**src/rtl/write_back_stream_pkg.sv**
```systemverilog
// Shared types and helpers for the psum write-back stream stage.
// Modes, FSM states and the ReLU/saturate byte conversion live here.
package write_back_stream_pkg;

  localparam int PSUM_WIDTH                  = 16;
  localparam int FM_GUARD_GEN_PSUM_BUF_DEPTH = 64;
  localparam int WB_BYTE_W                   = 8;

  typedef enum logic [1:0] {
    WB_DENSE  = 2'd0,
    WB_SPARSE = 2'd1,
    WB_DIFF   = 2'd2
  } wb_mode_t;

  typedef enum logic [2:0] {
    S_IDLE,
    S_FETCH,
    S_WAIT,
    S_GUARD,
    S_EMIT,
    S_NEXT,
    S_DONE
  } wb_state_t;

  // Callers sign-extend their psum to 32 bits before calling.
  function automatic logic [WB_BYTE_W-1:0] relu_sat(input logic signed [31:0] v);
    if (v < 0)
      return '0;
    else if (v > 255)
      return 8'hFF;
    else
      return v[7:0];
  endfunction

endpackage

```
**src/rtl/write_back_stream_if.sv**
```systemverilog
// Bus bundle for the write-back stage: job control, psum read port,
// feature-map byte stream and guard-map stream.
interface write_back_stream_if
  import write_back_stream_pkg::*;
#(
  parameter int NUM_CH = 6,
  parameter int PSUM_W = PSUM_WIDTH,
  parameter int ADDR_W = $clog2(FM_GUARD_GEN_PSUM_BUF_DEPTH)
);

  logic                       ctrl_valid;
  logic                       ctrl_ready;
  logic                       ctrl_finish;
  logic [ADDR_W-1:0]          stop_addr_i;
  logic [1:0]                 mode_i;
  logic                       rd_en;
  logic [ADDR_W-1:0]          addr_o;
  logic [NUM_CH*PSUM_W-1:0]   data_i;
  logic [WB_BYTE_W-1:0]       data_o;
  logic                       data_o_valid;
  logic                       data_o_ready;
  logic [NUM_CH-1:0]          guard_o;
  logic                       guard_o_valid;
  logic                       guard_o_ready;

  modport master (
    input  ctrl_valid, stop_addr_i, mode_i, data_i, data_o_ready, guard_o_ready,
    output ctrl_ready, ctrl_finish, rd_en, addr_o, data_o, data_o_valid,
           guard_o, guard_o_valid
  );

  modport slave (
    output ctrl_valid, stop_addr_i, mode_i, data_i, data_o_ready, guard_o_ready,
    input  ctrl_ready, ctrl_finish, rd_en, addr_o, data_o, data_o_valid,
           guard_o, guard_o_valid
  );

endinterface

```
**src/rtl/write_back_stream_lead_one.sv**
```systemverilog
// Lowest-set-bit finder: one-hot and index of the first remaining channel
// in the emit mask, plus a flag saying whether any bit is left.
module write_back_stream_lead_one #(
  parameter int NUM_CH = 6,
  parameter int IDX_W  = (NUM_CH > 1) ? $clog2(NUM_CH) : 1
) (
  input  logic [NUM_CH-1:0] mask,
  output logic [NUM_CH-1:0] onehot,
  output logic [IDX_W-1:0]  idx,
  output logic              any
);

  always_comb begin
    onehot = mask & (~mask + NUM_CH'(1));
    any    = |mask;
    idx    = '0;
    for (int c = NUM_CH - 1; c >= 0; c--) begin
      if (mask[c])
        idx = IDX_W'(c);
    end
  end

endmodule

```
**src/rtl/write_back_stream.sv**
```systemverilog
// Write-back stage: sweeps psum rows 0..stop, applies ReLU/saturation, sends a
// per-row guard map and streams dense, sparse or nibble-packed diff bytes.
module write_back_stream
  import write_back_stream_pkg::*;
#(
  parameter int NUM_CH = 6,
  parameter int PSUM_W = PSUM_WIDTH,
  parameter int ADDR_W = $clog2(FM_GUARD_GEN_PSUM_BUF_DEPTH),
  parameter int RD_LAT = 1
) (
  input logic              clk,
  input logic              rst,
  write_back_stream_if.master bus
);

  localparam int         IDX_W    = (NUM_CH > 1) ? $clog2(NUM_CH) : 1;
  localparam logic [1:0] LAT_LAST = 2'(RD_LAT - 1);

  wb_state_t             state;
  wb_mode_t              mode;
  logic                  pass_lo;
  logic [ADDR_W-1:0]     row;
  logic [ADDR_W-1:0]     stop;
  logic [1:0]            wait_cnt;
  logic [NUM_CH-1:0]     mask;

  logic signed [PSUM_W-1:0] row_q [NUM_CH];
  logic [WB_BYTE_W-1:0]     val   [NUM_CH];
  logic [NUM_CH-1:0]        guard_bits;
  logic [NUM_CH-1:0]        oh1, oh2, consumed;
  logic [IDX_W-1:0]         idx1, idx2;
  logic                     any1, any2;
  logic [WB_BYTE_W-1:0]     next_byte;
  logic                     latch;

  assign latch = (state == S_WAIT) && (wait_cnt == LAT_LAST);

  // Row register: psum data arrives RD_LAT cycles after the fetch strobe
  always_ff @(posedge clk) begin
    if (latch) begin
      for (int c = 0; c < NUM_CH; c++)
        row_q[c] <= $signed(bus.data_i[c*PSUM_W +: PSUM_W]);
    end
  end

  always_comb begin
    guard_bits = '0;
    for (int c = 0; c < NUM_CH; c++) begin
      val[c] = relu_sat(32'(row_q[c]));
      case (mode)
        WB_SPARSE: guard_bits[c] = (val[c] != '0);
        WB_DIFF:   guard_bits[c] = pass_lo ? ((val[c] != '0) && (val[c][7:4] == 4'h0))
                                           : (val[c][7:4] != 4'h0);
        default:   guard_bits[c] = 1'b0;
      endcase
    end
  end

  write_back_stream_lead_one #(.NUM_CH(NUM_CH), .IDX_W(IDX_W)) u_lead1 (
    .mask   (mask),
    .onehot (oh1),
    .idx    (idx1),
    .any    (any1)
  );

  write_back_stream_lead_one #(.NUM_CH(NUM_CH), .IDX_W(IDX_W)) u_lead2 (
    .mask   (mask & ~oh1),
    .onehot (oh2),
    .idx    (idx2),
    .any    (any2)
  );

  // Diff low pass packs two small residues per byte, first one in the low nibble
  always_comb begin
    next_byte = val[idx1];
    consumed  = oh1;
    if (mode == WB_DIFF && pass_lo) begin
      next_byte = {any2 ? val[idx2][3:0] : 4'h0, val[idx1][3:0]};
      consumed  = oh1 | oh2;
    end
  end

  always_ff @(posedge clk or posedge rst) begin
    if (rst) begin
      state             <= S_IDLE;
      mode              <= WB_DENSE;
      pass_lo           <= 1'b0;
      row               <= '0;
      stop              <= '0;
      wait_cnt          <= '0;
      mask              <= '0;
      bus.ctrl_ready    <= 1'b1;
      bus.ctrl_finish   <= 1'b0;
      bus.rd_en         <= 1'b0;
      bus.addr_o        <= '0;
      bus.data_o        <= '0;
      bus.data_o_valid  <= 1'b0;
      bus.guard_o       <= '0;
      bus.guard_o_valid <= 1'b0;
    end else begin
      case (state)
        S_IDLE: begin
          if (bus.ctrl_valid && bus.ctrl_ready) begin
            bus.ctrl_ready <= 1'b0;
            stop           <= bus.stop_addr_i;
            mode           <= (bus.mode_i == 2'd3) ? WB_DENSE : wb_mode_t'(bus.mode_i);
            pass_lo        <= 1'b0;
            row            <= '0;
            bus.addr_o     <= '0;
            bus.rd_en      <= 1'b1;
            state          <= S_FETCH;
          end
        end
        S_FETCH: begin
          bus.rd_en <= 1'b0;
          wait_cnt  <= '0;
          state     <= S_WAIT;
        end
        S_WAIT: begin
          if (latch) begin
            if (mode == WB_DENSE) begin
              mask  <= '1;
              state <= S_EMIT;
            end else begin
              state <= S_GUARD;
            end
          end else begin
            wait_cnt <= wait_cnt + 2'd1;
          end
        end
        S_GUARD: begin
          if (!bus.guard_o_valid) begin
            bus.guard_o       <= guard_bits;
            bus.guard_o_valid <= 1'b1;
            mask              <= guard_bits;
          end else if (bus.guard_o_ready) begin
            bus.guard_o_valid <= 1'b0;
            state             <= any1 ? S_EMIT : S_NEXT;
          end
        end
        S_EMIT: begin
          if (!bus.data_o_valid || bus.data_o_ready) begin
            if (any1) begin
              bus.data_o       <= next_byte;
              bus.data_o_valid <= 1'b1;
              mask             <= mask & ~consumed;
            end else begin
              bus.data_o_valid <= 1'b0;
              state            <= S_NEXT;
            end
          end
        end
        S_NEXT: begin
          if (row == stop) begin
            if (mode == WB_DIFF && !pass_lo) begin
              pass_lo    <= 1'b1;
              row        <= '0;
              bus.addr_o <= '0;
              bus.rd_en  <= 1'b1;
              state      <= S_FETCH;
            end else begin
              bus.ctrl_finish <= 1'b1;
              state           <= S_DONE;
            end
          end else begin
            row        <= row + ADDR_W'(1);
            bus.addr_o <= row + ADDR_W'(1);
            bus.rd_en  <= 1'b1;
            state      <= S_FETCH;
          end
        end
        S_DONE: begin
          bus.ctrl_finish <= 1'b0;
          bus.ctrl_ready  <= 1'b1;
          state           <= S_IDLE;
        end
        default: state <= S_IDLE;
      endcase
    end
  end

endmodule

```
**src/flat_wrapper.sv**
```systemverilog
// flat-port wrapper written by rule: the top's interface ports become plain ports
module write_back_stream_flat import write_back_stream_pkg::*;
#(
  parameter int NUM_CH = 6,
  parameter int PSUM_W = PSUM_WIDTH,
  parameter int ADDR_W = $clog2(FM_GUARD_GEN_PSUM_BUF_DEPTH),
  parameter int RD_LAT = 1
)
  (clk, rst, bus_ctrl_valid, bus_stop_addr_i, bus_mode_i, bus_data_i, bus_data_o_ready, bus_guard_o_ready, bus_ctrl_ready, bus_ctrl_finish, bus_rd_en, bus_addr_o, bus_data_o, bus_data_o_valid, bus_guard_o, bus_guard_o_valid);
  write_back_stream_if #(.NUM_CH(NUM_CH), .PSUM_W(PSUM_W), .ADDR_W(ADDR_W)) bus_i ();
  input logic clk;
  input logic rst;
  input wire logic [$bits(bus_i.ctrl_valid)-1:0] bus_ctrl_valid;
  input wire logic [$bits(bus_i.stop_addr_i)-1:0] bus_stop_addr_i;
  input wire logic [$bits(bus_i.mode_i)-1:0] bus_mode_i;
  input wire logic [$bits(bus_i.data_i)-1:0] bus_data_i;
  input wire logic [$bits(bus_i.data_o_ready)-1:0] bus_data_o_ready;
  input wire logic [$bits(bus_i.guard_o_ready)-1:0] bus_guard_o_ready;
  output wire logic [$bits(bus_i.ctrl_ready)-1:0] bus_ctrl_ready;
  output wire logic [$bits(bus_i.ctrl_finish)-1:0] bus_ctrl_finish;
  output wire logic [$bits(bus_i.rd_en)-1:0] bus_rd_en;
  output wire logic [$bits(bus_i.addr_o)-1:0] bus_addr_o;
  output wire logic [$bits(bus_i.data_o)-1:0] bus_data_o;
  output wire logic [$bits(bus_i.data_o_valid)-1:0] bus_data_o_valid;
  output wire logic [$bits(bus_i.guard_o)-1:0] bus_guard_o;
  output wire logic [$bits(bus_i.guard_o_valid)-1:0] bus_guard_o_valid;
  assign bus_i.ctrl_valid = bus_ctrl_valid;
  assign bus_i.stop_addr_i = bus_stop_addr_i;
  assign bus_i.mode_i = bus_mode_i;
  assign bus_i.data_i = bus_data_i;
  assign bus_i.data_o_ready = bus_data_o_ready;
  assign bus_i.guard_o_ready = bus_guard_o_ready;
  assign bus_ctrl_ready = bus_i.ctrl_ready;
  assign bus_ctrl_finish = bus_i.ctrl_finish;
  assign bus_rd_en = bus_i.rd_en;
  assign bus_addr_o = bus_i.addr_o;
  assign bus_data_o = bus_i.data_o;
  assign bus_data_o_valid = bus_i.data_o_valid;
  assign bus_guard_o = bus_i.guard_o;
  assign bus_guard_o_valid = bus_i.guard_o_valid;
  write_back_stream #(.NUM_CH(NUM_CH), .PSUM_W(PSUM_W), .ADDR_W(ADDR_W), .RD_LAT(RD_LAT)) u_core (.clk(clk), .rst(rst), .bus(bus_i));
endmodule
```
**config.mk**
```make
export PLATFORM = sky130hd
export DESIGN_NAME = write_back_stream_flat
export DESIGN_NICKNAME = d
export VERILOG_FILES = /design/src/rtl/write_back_stream_pkg.sv /design/src/rtl/write_back_stream_if.sv /design/src/rtl/write_back_stream_lead_one.sv /design/src/rtl/write_back_stream.sv /design/src/flat_wrapper.sv
export SDC_FILE = /design/constraint.sdc
export NUM_CORES = 1
export LEC_CHECK = 0
export ABC_AREA = 0
export CORE_UTILIZATION = 40
export DETAILED_ROUTE_END_ITERATION = 8
export GPL_ROUTABILITY_DRIVEN = 0
export PLACE_DENSITY = 0.67
export SLEW_MARGIN = 20
export SYNTH_ARGS = -nofsm -noshare
export SYNTH_HDL_FRONTEND = slang
export SYNTH_SLANG_ARGS = --single-unit
```
**constraint.sdc**
```tcl
create_clock -name clk -period 4 [get_ports clk]
set_clock_uncertainty 0.2 [all_clocks]
set_input_delay 0.8 -clock clk [delete_from_list [all_inputs] [get_ports clk]]
set_output_delay 0.8 -clock clk [all_outputs]
set_load 0.05 [all_outputs]
```
### Wiring by layer, run 1

The bar under the picture is 50 um long.
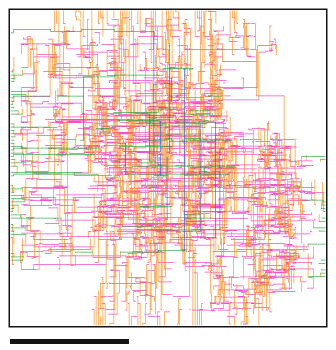
| colour | layer | wire length |
|---|---|---|
| orange | met2 | 8680 um |
| green | met3 | 1120 um |
| blue | met4 | 417 um |
| magenta | met1 | 6940 um |
GRT Util Overall: 20.38%
WL per Instance: 17.98 um
Routed WL: 17150 um
vias post-DR: 5307

### Placement by cell class, run 1

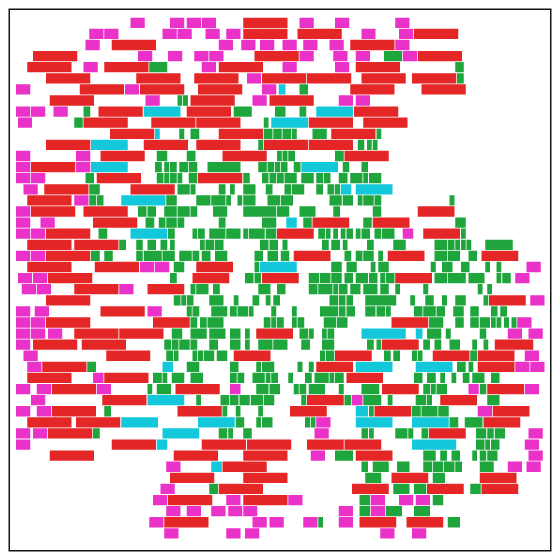
| colour | class | cells |
|---|---|---|
| magenta | other buffers and delay cells | 138 |
| red | flops | 141 |
| cyan | clock drivers and dummy loads | 29 |
| green | all other logic | 426 |
row count: 47
core area: 16580 um2
Seq/total area: 44.96%
Util after Layout: 53.79%
post-route cell area: 8920 um2

==> flow_summary.toml, run 1 <==
# physical design summary
[run_status]
status = "finished, final reports clean"

[yosys]
synth_area_um2 = 6795
synth_top_cell_by_count = "edfxtp_1"
netlist.top_cell.by_area = "edfxtp_1"
yosysChipArea_um2 = 6795
postSynthAreaPerCell_um2 = 11.54
synth_cell_types = 71
top_area_share_pct = 42.42
ys_seq_share_pct = 59.01

[sta]
period_needed_ns = 2.788
fin_setup_tns_ns = 0
tightest_slew_ns = 0.9358
fin_ws_ns = 1.212

[drt]
via_per_inst = 5.563
drc = 0

[clocking]
cts.sinks = 141
post_cts_buffers = 0
cts_tree = "done"
cts_made_buffers = 17
post_cts_resized = 0
ctsHoldBuffers = 0

[worst_hold_path]
hold_depth = 2
hold_path.class = "flip-flop to flip-flop"
hold_path.startpoint = "u_core.bus.data_o_valid"

[worst_setup_path]
crit_path_start = "u_core.bus.ctrl_ready"
crit_type = "flip-flop to output port"
rrSetupSlack_ns = 1.23
crit_family = "buffers and inverters"
path_depth = 1
cp_cell_sequence = "clkdlybuf4s50_1"
slowest_delay_ns = 0.81
slowest_stage = "clkdlybuf4s50_1"
r2r_cells = 6
start_kind = "flip-flop"

[floorplanning]
die_h_um = 132.3
die_x_um = 132.3
die-area_um2 = 17510
ios = 134

[cells_and_area]
final-instance-count-excl-fill = 954
mostFrequentLayoutCells = "clkdlybuf4s50_1, edfxtp_1, nand2_1"
drive_gt1_share_pct = 9.264
fillers = 1448
syn_to_final_growth_pct = 31.26
largest_registers = "u_core.row_q: 96 flops, u_core.bus.data_o: 8 flops"
fin_nets = 838
largest_reg_flops = 96
regMostFlops = "u_core.row_q"

[power_and_ir_drop]
switching_share_pct = 18.90
p_int_uw = 2618
vdd_drop_max_uv = 292.4
seq_power_share_pct = 48.4
combPwrFrac_pct = 3.7
clkPwrFrac_pct = 47.9
p_per_area_nw_per_um2 = 362.0

[global_route]
grt_overflow = 0
grt_pass1_wl_um = 27390
grt_max_degree = 55
grt_pass1_vias = 5446

[placed_design]
dpl.hpwl_um = 12830
io_buffer_count = 133

[job]
maxCapViolCount = 0
### Sequential cells coloured by netlist name, run 1

The bar under the picture is 50 um long. Other sequential cells in the stronger grey, the rest of the logic in the fainter grey.
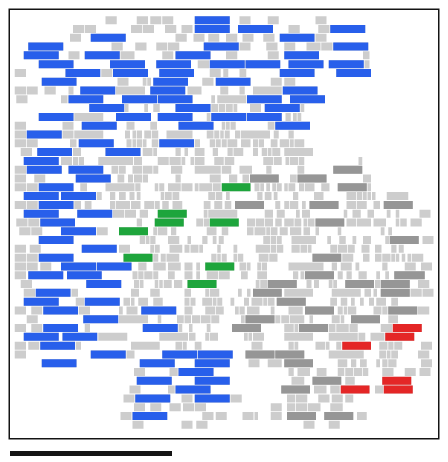
| colour | signal | placed flops |
|---|---|---|
| green | u_core.bus.data_o | 8 |
| red | u_core.bus.addr_o | 6 |
| blue | u_core.row_q | 96 |
not coloured: 31
sequential power: 1560 uW
Flop area: 4010 um2

==> run 1: through the flow <==
stage,instance area (um2),hold slack (ns),power (uW),utilization [%]
after floorplan,6795,0.2658,1600,-
after global placement,8344,0.2728,1710,50.32
after detailed placement,8344,0.2789,1712,50.32
after CTS,8920,0.2946,3268,53.79
after global routing,8920,0.3221,3322,53.79
final,8920,0.2889,3229,53.79
==> run 1: power groups by stage <==
stage / Sequential (uW) / Clock [uW] / Combinational (uW)
2_1_floorplan: 1590 / 0 / 8.08
3_3_place_gp: 1590 / 0 / 119
3_5_place_dp: 1590 / 0 / 121
4_1_cts: 1560 / 1580 / 122
5_1_grt: 1560 / 1630 / 127
6_report: 1560 / 1550 / 119
==> run 1: kinds of logic after synthesis <==
| family | synth area share [%] |
|---|---|
| adders and majority gates | 1.068 |
| and+or+nand+nor | 14.95 |
| xor gates and xnor gates | 1.418 |
| buffers and inverters | 3.130 |
| AOI/OAI and AO/OA | 15.82 |
| DFF | 59.01 |
| muxes | 4.603 |
==> run 1: area by class of cell <==
type | count | area [um2] | share of cell area, %
multi-input cells | 396 | 2577 | 28.90
clock buffers | 17 | 425.4 | 4.769
inverters | 30 | 112.6 | 1.262
repair buffers | 138 | 1369 | 15.35
flip-flops and latches | 141 | 4010 | 44.96
well taps | 220 | 275.3 | 3.086
clock inverters | 12 | 150.1 | 1.683
==> run 1: routing by layer <==
layer	GRT usage, %	routed length [um]	up-vias
li1	-	-	2524
met4	7.535	416	0
met5	0	0	-
met1	24.74	6937	2552
met3	5.882	1122	32
met2	34.36	8675	199
### Congestion heat map, run 1

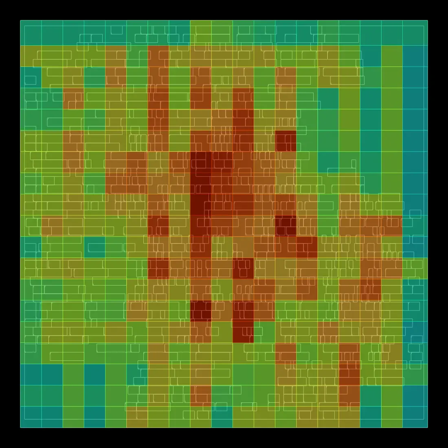

==> inputs of run 2 (changes only) <==
Clock period 4 ns to 2.3 ns, I/O delays scaled along.
### Congestion heat map, run 2

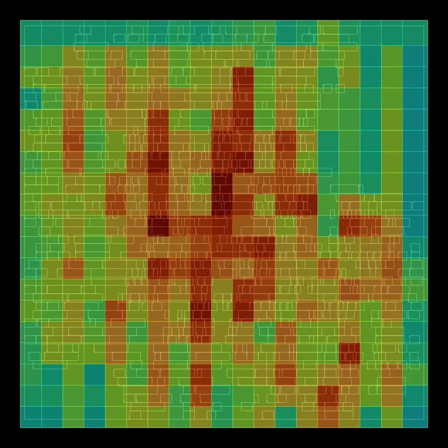
Top Usage Layer GRT: met2
met2 GRT Util: 36.29%
met3 Usage GRT: 4.421%
Util after Layout: 57.90%

### Wiring by layer, run 2

The bar under the picture is 50 um long.
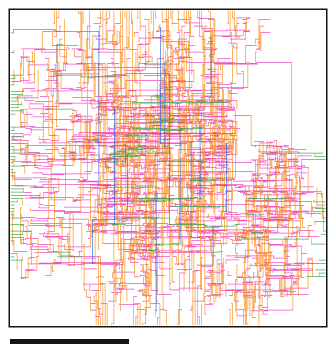
| colour | layer | wire length |
|---|---|---|
| green | met3 | 1170 um |
| magenta | met1 | 7240 um |
| blue | met4 | 570 um |
| orange | met2 | 9010 um |
WL per Instance: 17.61 um
Routed WL: 18000 um
vias post-DR: 5705

==> flow_summary.toml, run 2 <==
# physical design summary
[global_route]
grt_overflow = 0
grt_pass1_vias = 5779
use_met1_pct = 26.15
grt_pass1_wl_um = 28880
grt_max_degree = 46

[drt]
first_iter_violations = 409
wl_met1_um = 7243
detail-route-antenna-nets = 0
firstDrtPassIters = 5
wl_met3_um = 1174
drc = 0
via_per_inst = 5.582
dr.max_layer_used = "met4"
wl_met2_um = 9010

[job]
maxCapViolCount = 0
warnings = 29

[placed_design]
dpl.hpwl_um = 13690
io_buffer_count = 133
place_area_um2 = 8837
placed_cells = 987
dp_slack_ns = -0.04152

[worst_setup_path]
cp-endpoint = "bus_guard_o[0]"
crit_type = "flip-flop to output port"
worstPathArrival_ns = 1.59
crit_buf_inv = 1
start_kind = "flip-flop"
crit_path_end_kind = "output port"
rrSetupSlack_ns = 0.05
crit_path_start = "u_core.bus.guard_o[0]"
crit_family = "buffers and inverters"
slowest_stage = "clkdlybuf4s50_1"
path_depth = 1
r2r-end = "u_core.bus.data_o[7]"
cp_cell_sequence = "clkdlybuf4s50_1"
cp_max_fo = 2
slowest_delay_ns = 0.82
r2r_cells = 6

[floorplanning]
core_um2 = 16580
die-area_um2 = 17510
die_h_um = 132.3
die_x_um = 132.3
ios = 134
fp_util_pct = 40.98
core.rowCount = 47

[yosys]
syn_inst = 589
synth_area_um2 = 6795
synth_top_cell_by_count = "edfxtp_1"
ys_seq_share_pct = 59.01
topCellsByArea = "edfxtp_1, dfrtp_1, o21ai_0, nand2_1, mux2_2"
ys.flop_type = "edfxtp_1"
top_area_share_pct = 42.42
yosysChipArea_um2 = 6795
ys_cells = 589
synth_warnings = 0
numSynthFlops = 141
synth_cell_types = 71
postSynthAreaPerCell_um2 = 11.54
netlist.top_cell.by_area = "edfxtp_1"
async_flop_share_pct = 31.91

[sta]
maxSlewViolCount = 0
rsz0062_at_grt = "yes"
tightest_slew_ns = 0.5940
fmax_ghz = 0.4443
fin_setup_tns_ns = 0
period_needed_ns = 2.251
hold_viol_final = 0
fin_ws_ns = 0.04934
hold_ws_ns = 0.1440

[clocking]
cts.htree.levels = 4
ctsHoldBuffers = 0
clk_latency_ns = 0.42
cts_tree = "done"
cts_made_buffers = 17
cts.sinks = 141
clock_path_buffers = 2
cts_root_buffer = "clkbuf_16"

[power_and_ir_drop]
combPwrFrac_pct = 3.6
vdd_drop_max_uv = 465.3
p_int_uw = 4783
p_per_area_nw_per_um2 = 609.7
seq_power_share_pct = 46.4
clkPwrFrac_pct = 50.0
switching_share_pct = 18.30
finalPower_uw = 5854

[cells_and_area]
drive_gt1_share_pct = 19.58
fillers = 1400
largest_registers = "u_core.row_q: 96 flops, u_core.bus.data_o: 8 flops"
final-instance-count-excl-fill = 1022
fin_nets = 904
logic_area_um2 = 2680
design_area_um2 = 9602
largest_reg_flops = 96
regMostFlops = "u_core.row_q"
mostFrequentLayoutCells = "clkdlybuf4s50_1, edfxtp_1, buf_4"
syn_to_final_growth_pct = 41.30
seqCellArea_um2 = 4013
n_antenna_cell = 0

[worst_hold_path]
hold_path.class = "input port to asynchronous set/reset pin"

[run_status]
status = "finished, final reports clean"
### Signal metal coverage by tile, run 2

The bar under the picture is 50 um long. 26 x 26 tiles, from dark blue (low) to red (high), scaled to the fullest tile. Values are wire area over tile area, all layers added.
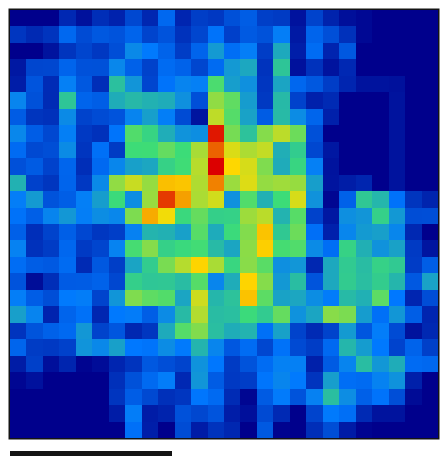
densest ninth of the die: centre
emptiest ninth of the die: north-east
tiles over half the peak: 13%
mean over tiles: 0.17
fullest tile: 0.69
GRT Util Overall: 21.40%

[run 2: power by group through the flow]
stage          registers, uW  logic [uW]  clock network [uW]
6_report                2720         212                2930
5_1_grt                 2710         226                3080
4_1_cts                 2720         215                2960
3_5_place_dp            2770         215                   0
3_3_place_gp            2770         210                   0
2_1_floorplan           2770        14.1                   0
[run 2: area by class of cell]
| cell class | count | share of cell area, % |
|---|---|---|
| clock buffers | 18 | 4.470 |
| repair buffers | 204 | 19.73 |
| well taps | 220 | 2.867 |
| clock inverters | 13 | 2.059 |
| multi-input cells | 396 | 27.91 |
| inverters | 30 | 1.173 |
| flip-flops and latches | 141 | 41.79 |
[run 2: cells by family (layout without fill, tap and decap cells)]
| group | after synthesis | after routing | synth area share (%) |
|---|---|---|---|
| AND/OR/NAND/NOR | 190 | 190 | 14.95 |
| buffers and inverters | 52 | 265 | 3.130 |
| XOR/XNOR | 11 | 11 | 1.418 |
| AND-OR/OR-AND | 162 | 162 | 15.82 |
| flip-flops | 141 | 141 | 59.01 |
| multiplexers | 27 | 27 | 4.603 |
| adder cells (fa/ha/maj) | 6 | 6 | 1.068 |
[run 2: worst min-delay path by stage]
stage	from	end	slack, ns	cells after the start
finish	rst	u_core.bus.guard_o[1]	0.14	2
global route	rst	u_core.stop[3]	0.19	2
CTS	rst	u_core.stop[3]	0.14	2
detailed placement	u_core.bus.guard_o[5]	u_core.bus.guard_o[5]	0.27	2
global placement	u_core.bus.guard_o[5]	u_core.bus.guard_o[5]	0.27	2
floorplan	u_core.wait_cnt[1]	u_core.wait_cnt[1]	0.27	1
[run 2: what timing repair did]
item / in CTS / in global routing
gates resized: 12 / 27
setup buffers: 0 / 4
endpoints found under the setup margin: 10 / 17
pin swaps: 0 / 5
### Sequential cells coloured by netlist name, run 2

The bar under the picture is 50 um long. Other sequential cells in the stronger grey, the rest of the logic in the fainter grey.
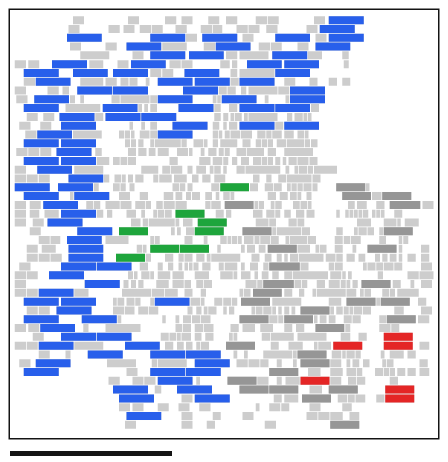

==> inputs of run 3 (changes only) <==
--- a/config.mk
+++ b/config.mk
@@ -9,2 +9,3 @@
 export CORE_UTILIZATION = 40
+export CTS_CLUSTER_SIZE = 28
 export DETAILED_ROUTE_END_ITERATION = 8
--- a/constraint.sdc
+++ b/constraint.sdc
@@ -4,2 +4,2 @@
 set_output_delay 0.46 -clock clk [all_outputs]
-set_load 0.05 [all_outputs]
+set_load 0.005 [all_outputs]
### Sequential cells coloured by netlist name, run 3

The bar under the picture is 50 um long. Other sequential cells in the stronger grey, the rest of the logic in the fainter grey.
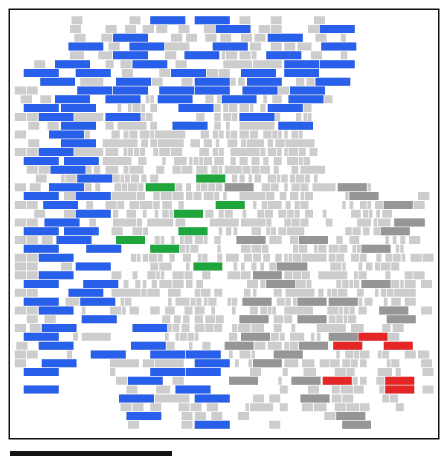
| colour | signal | placed flops |
|---|---|---|
| green | u_core.bus.data_o | 8 |
| blue | u_core.row_q | 96 |
| red | u_core.bus.addr_o | 6 |
Seq/total area: 41.66%
Flop area: 4011 um2
sequential power: 2720 uW
Util after Layout: 58.06%

### Signal metal coverage by tile, run 3

The bar under the picture is 50 um long. 26 x 26 tiles, from dark blue (low) to red (high), scaled to the fullest tile. Values are wire area over tile area, all layers added.
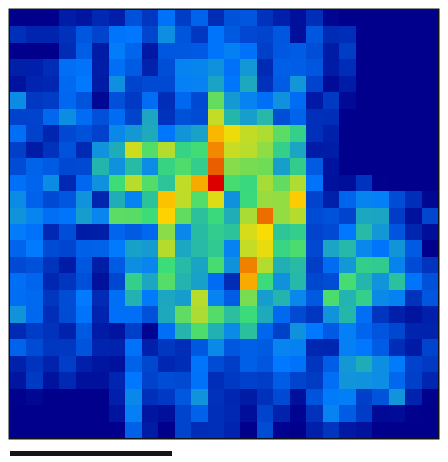
emptiest ninth of the die: north-east
nearly empty tiles: 15%
mean over tiles: 0.17
GRT Util Overall: 21.33%
WL per Instance: 17.74 um

### Congestion heat map, run 3

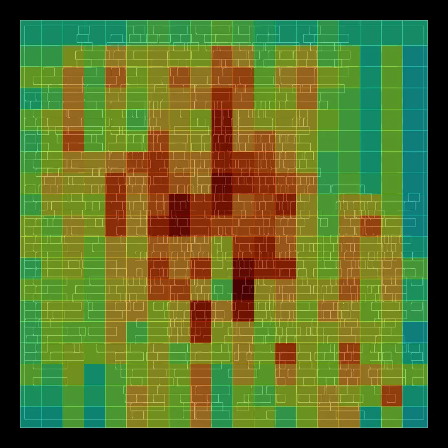
met2 GRT Util: 36.08%
met1 Track Usage GR: 26.37%
met3 Usage GRT: 3.960%

==> flow_summary.toml, run 3 <==
# physical design summary
[run_status]
status = "finished, final reports clean"

[yosys]
top_area_share_pct = 42.42
ys_cells = 589
ys.flop_type = "edfxtp_1"
async_flop_share_pct = 31.91
numSynthFlops = 141
synthTopCellsByCount = "edfxtp_1, nand2_1, dfrtp_1"
synth_area_um2 = 6795
synth_top_cell_by_count = "edfxtp_1"
netlist.top_cell.by_area = "edfxtp_1"
topCellsByArea = "edfxtp_1, dfrtp_1, o21ai_0, nand2_1, mux2_2"
synth-edff-count = 96
synth_cell_types = 71
synth_warnings = 0
postSynthAreaPerCell_um2 = 11.54
yosysChipArea_um2 = 6795
syn_inst = 589
ys_seq_share_pct = 59.01

[sta]
tightest_slew_ns = 0.6483
hold_viol_final = 0
period_needed_ns = 2.275
maxSlewHeadroom_pct = 56.49
rsz0062_at_grt = "yes"
fmax_ghz = 0.4395
finalCritPeriodShare_pct = 98.93
setup_viol = 0
fin_ws_ns = 0.02461
maxSlewViolCount = 0

[worst_setup_path]
slowest_delay_ns = 0.47
rrSetupSlack_ns = 0.02
worstPathArrival_ns = 2.36
r2r_cells = 8
crit_path_start = "u_core.mask[1]"
cp_cell_sequence = "buf_4 > o21a_1 > o211ai_1 > buf_4 > mux2i_4 > mux2i_1 > mux2i_1 > o221ai_1"
crit_path_end_kind = "flip-flop"
crit_family = "AND-OR/OR-AND gates"
start_kind = "flip-flop"
crit_type = "flip-flop to flip-flop"
crit_buf_inv = 2
cp_max_fo = 8
r2r-end = "u_core.bus.data_o[7]"
slowest_stage = "dfrtp_2"
critPathRequiredTime_ns = 2.39

[drt]
first_iter_violations = 319
routed_wl_um = 18130
detailroute.via_count = 5674
firstDrtPassIters = 7
via_per_inst = 5.552
detail-route-antenna-nets = 0
drc = 0

[clocking]
cts.sinks = 141
cts_made_buffers = 17
ctsHoldBuffers = 0
cts_root_buffer = "clkbuf_16"
cts.htree.levels = 4
cts_tree = "done"
clk_latency_ns = 0.42
clock_path_buffers = 2
path_clk_slew_ns = 0.06

[power_and_ir_drop]
switching_share_pct = 19.28
top_power_group = "clock"
p_clk_uw = 2740
p_leak_uw = 0.003578
seq_power_share_pct = 47.9
p_comb_uw = 209
vdd_drop_max_uv = 491.4
p_per_area_nw_per_um2 = 588.6
clkPwrFrac_pct = 48.4
p_int_uw = 4575
combPwrFrac_pct = 3.7

[global_route]
grt_overflow = 0
grt_max_degree = 46
grt_pass1_vias = 5749
grt_pass1_wl_um = 28830
antenna_found_initial = 0

[cells_and_area]
logic_area_um2 = 2735
fillers = 1380
final-instance-count-excl-fill = 1022
syn_to_final_growth_pct = 41.69
largest_registers = "u_core.row_q: 96 flops, u_core.bus.data_o: 8 flops"
fin_nets = 903
regMostFlops = "u_core.row_q"
n_antenna_cell = 0
mostFrequentLayoutCells = "clkdlybuf4s50_1, edfxtp_1, buf_4"
drive_gt1_share_pct = 18.95
largest_reg_flops = 96

[placed_design]
placed_cells = 986
io_buffer_count = 133
dp_slack_ns = -0.07441
dpl.hpwl_um = 13480

[floorplanning]
core.rowCount = 47
fp_util_pct = 40.98
ios = 134
die-area_um2 = 17510
die_h_um = 132.3
core_um2 = 16580
die_x_um = 132.3

[job]
maxCapViolCount = 0
warnings = 29

[worst_hold_path]
hold_path.class = "input port to asynchronous set/reset pin"
run 3: layer usage:
metal	up-vias	track usage, %	routed length [um]
li1	2660	-	-
met1	2732	26.37	7360
met2	239	36.08	8910
met3	43	3.960	1205
met4	0	10.09	655
met5	-	0	0
run 3: cell families (layout without fill, tap and decap cells):
logic type	count (synthesis)	count (layout)	synth area share, %
flip-flops	141	141	59.01
XOR/XNOR	11	11	1.418
adder cells (fa/ha/maj)	6	6	1.068
AND-OR/OR-AND	162	162	15.82
AND/OR/NAND/NOR	190	190	14.95
buffers and inverters	52	265	3.130
multiplexers	27	27	4.603
run 3: what timing repair did:
item / in CTS / in global routing
setup endpoints to repair: 4 / 14
setup buffers: 0 / 4
resized: 7 / 27
pin swaps: 0 / 3
endpoints found under the hold margin: 0 / 0
run 3: stage by stage:
step                      hold slack [ns]  power (uW)  cell area (um2)  utilization (%)    TNS [ns]
after global placement             0.2657        2976             8852            53.38  -0.0009293
after global routing               0.2235        5815             9628            58.06     -0.1014
final                              0.1917        5668             9628            58.06           0
after CTS                          0.1922        5706             9458            57.03           0
after floorplan                    0.2658        2782             6802                -           0
after detailed placement           0.2715        2978             8852            53.38     -0.1491
run 3: worst max-delay path by stage:
stage	end	slack, ns	cells after the start
CTS	u_core.bus.data_o[4]	0.01	7
detailed placement	u_core.bus.data_o[7]	-0.07	7
floorplan	u_core.mask[5]	0.02	7
global placement	u_core.bus.data_o[7]	-0.0009	7
finish	u_core.bus.data_o[7]	0.02	8
global route	u_core.bus.data_o[3]	-0.04	6
run 3: final cells by class:
cell class	count	area share, %
clock buffer	20	4.535
tap	220	2.859
timing repair buffer	203	19.84
sequential	141	41.66
multi-input combinational	396	28.41
clock inverter	12	1.520
inverter	30	1.170
Power and IR drop assume default switching activity.
